[config.mk]
export PLATFORM = sky130hd
export DESIGN_NAME = param_updown_counter
export DESIGN_NICKNAME = d
export VERILOG_FILES = /design/src/rtl/param_updown_counter.sv
export SDC_FILE = /design/constraint.sdc
export NUM_CORES = 1
export LEC_CHECK = 0
export CAP_MARGIN = 20
export CORE_AREA = 2 2 39 41
export DETAILED_ROUTE_END_ITERATION = 8
export DIE_AREA = 0 0 41 43
export PLACE_DENSITY = 0.73
export SLEW_MARGIN = 20
export SYNTH_ARGS = -nofsm -noshare
export SYNTH_HDL_FRONTEND = slang
export SYNTH_SLANG_ARGS = --single-unit
[constraint.sdc]
create_clock -name clk -period 3.5 [get_ports clk]
set_clock_uncertainty 0.05 [all_clocks]
set_input_delay 0.525 -clock clk [delete_from_list [all_inputs] [get_ports clk]]
set_output_delay 0.525 -clock clk [all_outputs]
set_load 0.02 [all_outputs]
[src/rtl/param_updown_counter.sv]
// Parametrised up/down counter with enable, synchronous load, wrap or
// saturate boundary handling, terminal-count flags, overflow/underflow
// event pulses and a sticky error flag.
module param_updown_counter #(
  parameter int unsigned WIDTH    = 4,
  parameter int unsigned MAX_VAL  = 15,
  parameter bit          SATURATE = 1'b0
) (
  input  logic             clk,
  input  logic             reset,
  input  logic             en,
  input  logic             up_dn,
  input  logic             load,
  input  logic [WIDTH-1:0] load_val,
  input  logic             clear_flags,
  output logic [WIDTH-1:0] counter,
  output logic             overflow,
  output logic             underflow,
  output logic             tc_max,
  output logic             tc_min,
  output logic             sticky_err
);

  // Reject illegal parameter combinations at elaboration.
  if (WIDTH < 1 || WIDTH > 32) begin : g_bad_width
    $error("param_updown_counter: WIDTH must be in 1..32");
  end
  if (MAX_VAL < 1 || longint'(MAX_VAL) > ((longint'(1) << WIDTH) - 1)) begin : g_bad_max
    $error("param_updown_counter: MAX_VAL must be in 1..2**WIDTH-1");
  end

  localparam logic [WIDTH-1:0] MAXV = MAX_VAL[WIDTH-1:0];
  localparam logic [WIDTH:0]   MAXW = {1'b0, MAXV};
  localparam logic [WIDTH:0]   ONEW = {{WIDTH{1'b0}}, 1'b1};

  logic [WIDTH:0]   inc;
  logic [WIDTH:0]   dec;
  logic [WIDTH-1:0] cnt_d;
  logic             ovf_d;
  logic             unf_d;

  // Next count and boundary events; +1/-1 carried at WIDTH+1 bits so the
  // carry/borrow bit detects the boundary even when MAX_VAL is all ones.
  always_comb begin
    inc   = {1'b0, counter} + ONEW;
    dec   = {1'b0, counter} - ONEW;
    cnt_d = counter;
    ovf_d = 1'b0;
    unf_d = 1'b0;
    if (load) begin
      cnt_d = (load_val > MAXV) ? MAXV : load_val;
    end else if (en) begin
      if (up_dn) begin
        if (inc > MAXW) begin
          ovf_d = 1'b1;
          cnt_d = SATURATE ? MAXV : '0;
        end else begin
          cnt_d = inc[WIDTH-1:0];
        end
      end else begin
        if (dec[WIDTH]) begin
          unf_d = 1'b1;
          cnt_d = SATURATE ? '0 : MAXV;
        end else begin
          cnt_d = dec[WIDTH-1:0];
        end
      end
    end
  end

  // Count register, event pulses and sticky error; set wins over clear.
  always_ff @(posedge clk) begin
    if (reset) begin
      counter    <= '0;
      overflow   <= 1'b0;
      underflow  <= 1'b0;
      sticky_err <= 1'b0;
    end else begin
      counter    <= cnt_d;
      overflow   <= ovf_d;
      underflow  <= unf_d;
      sticky_err <= (sticky_err & ~clear_flags) | ovf_d | unf_d;
    end
  end

  assign tc_max = (counter == MAXV);
  assign tc_min = (counter == '0);

  a_in_range : assert property (@(posedge clk) disable iff (reset)
    counter <= MAXV);

  a_one_step : assert property (@(posedge clk) disable iff (reset)
    (en && !load) |=>
      (({1'b0, counter} == {1'b0, $past(counter)} + ONEW) ||
       ({1'b0, counter} + ONEW == {1'b0, $past(counter)}) ||
       (($past(counter) == MAXV) && (counter == '0 || counter == MAXV)) ||
       (($past(counter) == '0) && (counter == MAXV || counter == '0))));

  a_pulse_excl : assert property (@(posedge clk) disable iff (reset)
    !(overflow && underflow));

  a_sticky_hold : assert property (@(posedge clk) disable iff (reset)
    (!$past(reset) && $fell(sticky_err)) |-> $past(clear_flags));

endmodule
Cells coloured by class:
Fill, decap, tap and diode cells in grey.
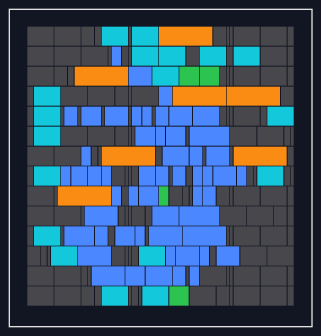
- cyan: remaining buffers and delay cells (cells 18; share of their area 25%)
- orange: registers (cells 7; share of their area 19%)
- green: clock drivers and dummy loads (cells 4; share of their area 3.6%)
- blue: remaining logic cells (cells 54; share of their area 52%)
Seq area share: 0.1876
# rows: 14

Signal metal coverage by tile:
The die is cut into 8 by 9 equal tiles; dark blue is low, red is high, scaled to the fullest tile. Values are wire area over tile area, all layers added.
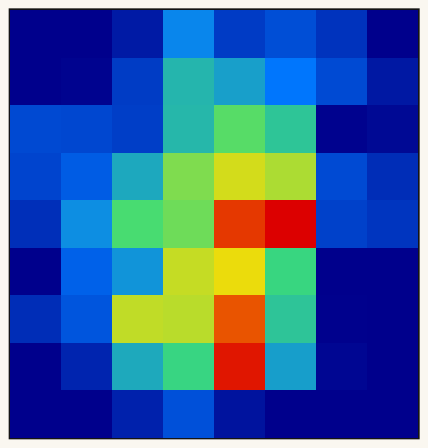
- mean over tiles: 0.11
- nearly empty tiles: 28%
- densest ninth of the die: centre
- tiles over half the peak: 19%
- fullest tile: 0.45
Routed WL: 1253 µm
Total Routing Usage GR: 0.1827
DR WL/cell: 12.66 µm
Via Count: 542

Metal layers overlaid:
Only two layers are drawn.
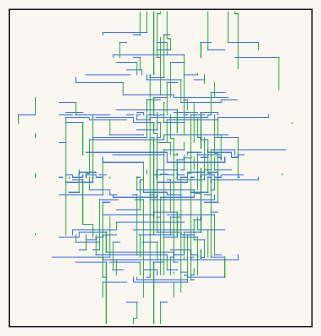
- blue: M1 (wire length 598 µm)
- green: M2 (wire length 576 µm)

==> results.json <==
{
  "run_status": "complete, no violations",
  "post_cts_resized": 0,
  "lay_top_cells": "18 x clkdlybuf4s50_1, 8 x nor2_1, 7 x dfxtp_1",
  "final_common_cell": "clkdlybuf4s50_1",
  "p_clk_frac": 0.322,
  "ys_cells": 65,
  "grt_pass1_vias": 477,
  "period_used_share": 0.7219,
  "synthArstFlopShare": 0,
  "finalSetupViolCount": 0,
  "final_util": 0.5398,
  "place_ws_ps": 1272,
  "dr_wl_met3_um": 53,
  "firstDrtPassIters": 4,
  "wl_met2_um": 575,
  "hpwl_um": 935.8,
  "use_met2": 0.2531,
  "synthFlopType": "dfxtp_1",
  "regArea_um2": 140.1,
  "ys_warn_count": 0,
  "whs_endpoint": "sticky_err$_SDFF_PP0_",
  "antenna_left": 0,
  "drt-met1-wl_um": 597,
  "post_cts_buffers": 0,
  "timing.rr.start": "counter[0]$_SDFFE_PP0P_",
  "aoi_share": 0.2227,
  "n_antenna_cell": 0,
  "comb_area_frac": 0.4891,
  "drive_gt1_frac": 0.1084,
  "die_w_um": 41,
  "synth_adder_area_share": 0.08909,
  "powerDensity_nw_per_um2": 335.1,
  "tightest_slew_ps": 458.0,
  "rsz0062_at_grt": "no",
  "overflow": 0,
  "vias_per_cell": 5.475,
  "fp.dieH_um": 43,
  "p_comb_frac": 0.298,
  "placed_area_um2": 720.7,
  "endpoint_kind": "output port",
  "whs_path_depth": 1,
  "cp_max_fo": 10,
  "cts.reportedPaths.clkPinSlew_ps": 60,
  "use_met1": 0.2669,
  "rr_endpoint": "counter[1]$_SDFFE_PP0P_",
  "htree_levels": 1,
  "warning_count": 29,
  "r2r.worst_path.cells": 6,
  "sw_frac_of_total": 0.3286,
  "slew_viol_final": 0
}
Clock wiring as the flow saved it:
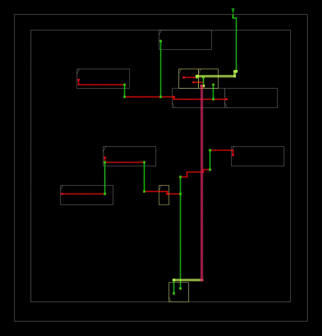
Clock Latency Late Sink: 270 ps
total CTS buffers: 3

Port wiring:
Bar = 10 µm.
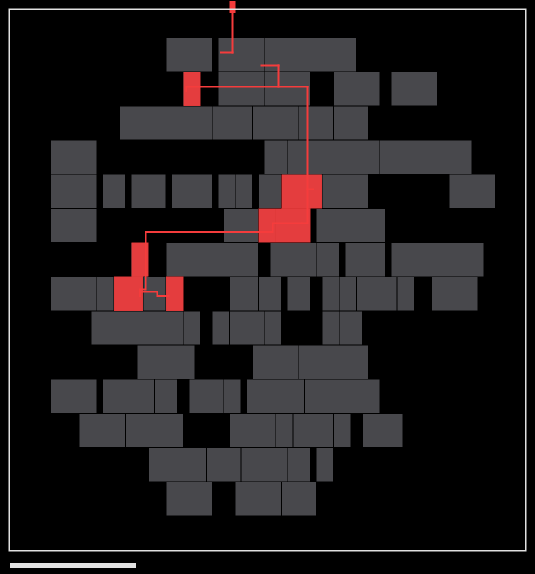
- red: reset (direction input; edge top; end cells 7; buffers 1; wire 50.6 µm)
io pins: 19
buffers added on ports: 18

-- logic make-up after synthesis --
group,Yosys count
adder cells (fa/ha/maj),4
AND/OR/NAND/NOR,26
AND-OR/OR-AND,17
buffers and inverters,8
flip-flops,7
XOR/XNOR,3
-- power by group through the flow --
stage / Clock, µW / Sequential, µW / Combinational, µW
after CTS: 82.0 / 94.9 / 74.2
final: 80.6 / 95.3 / 74.5
after floorplan: 0 / 96.8 / 48.2
after global routing: 85.1 / 96.7 / 82.3
after global placement: 0 / 96.6 / 73.9
after detailed placement: 0 / 96.9 / 73.5
-- registers in the layout, indices dropped and copies added (netlist names) --
register    cells
sticky_err      1
underflow       1
overflow        1
counter         4
Power is estimated from default activity; no workload was simulated.
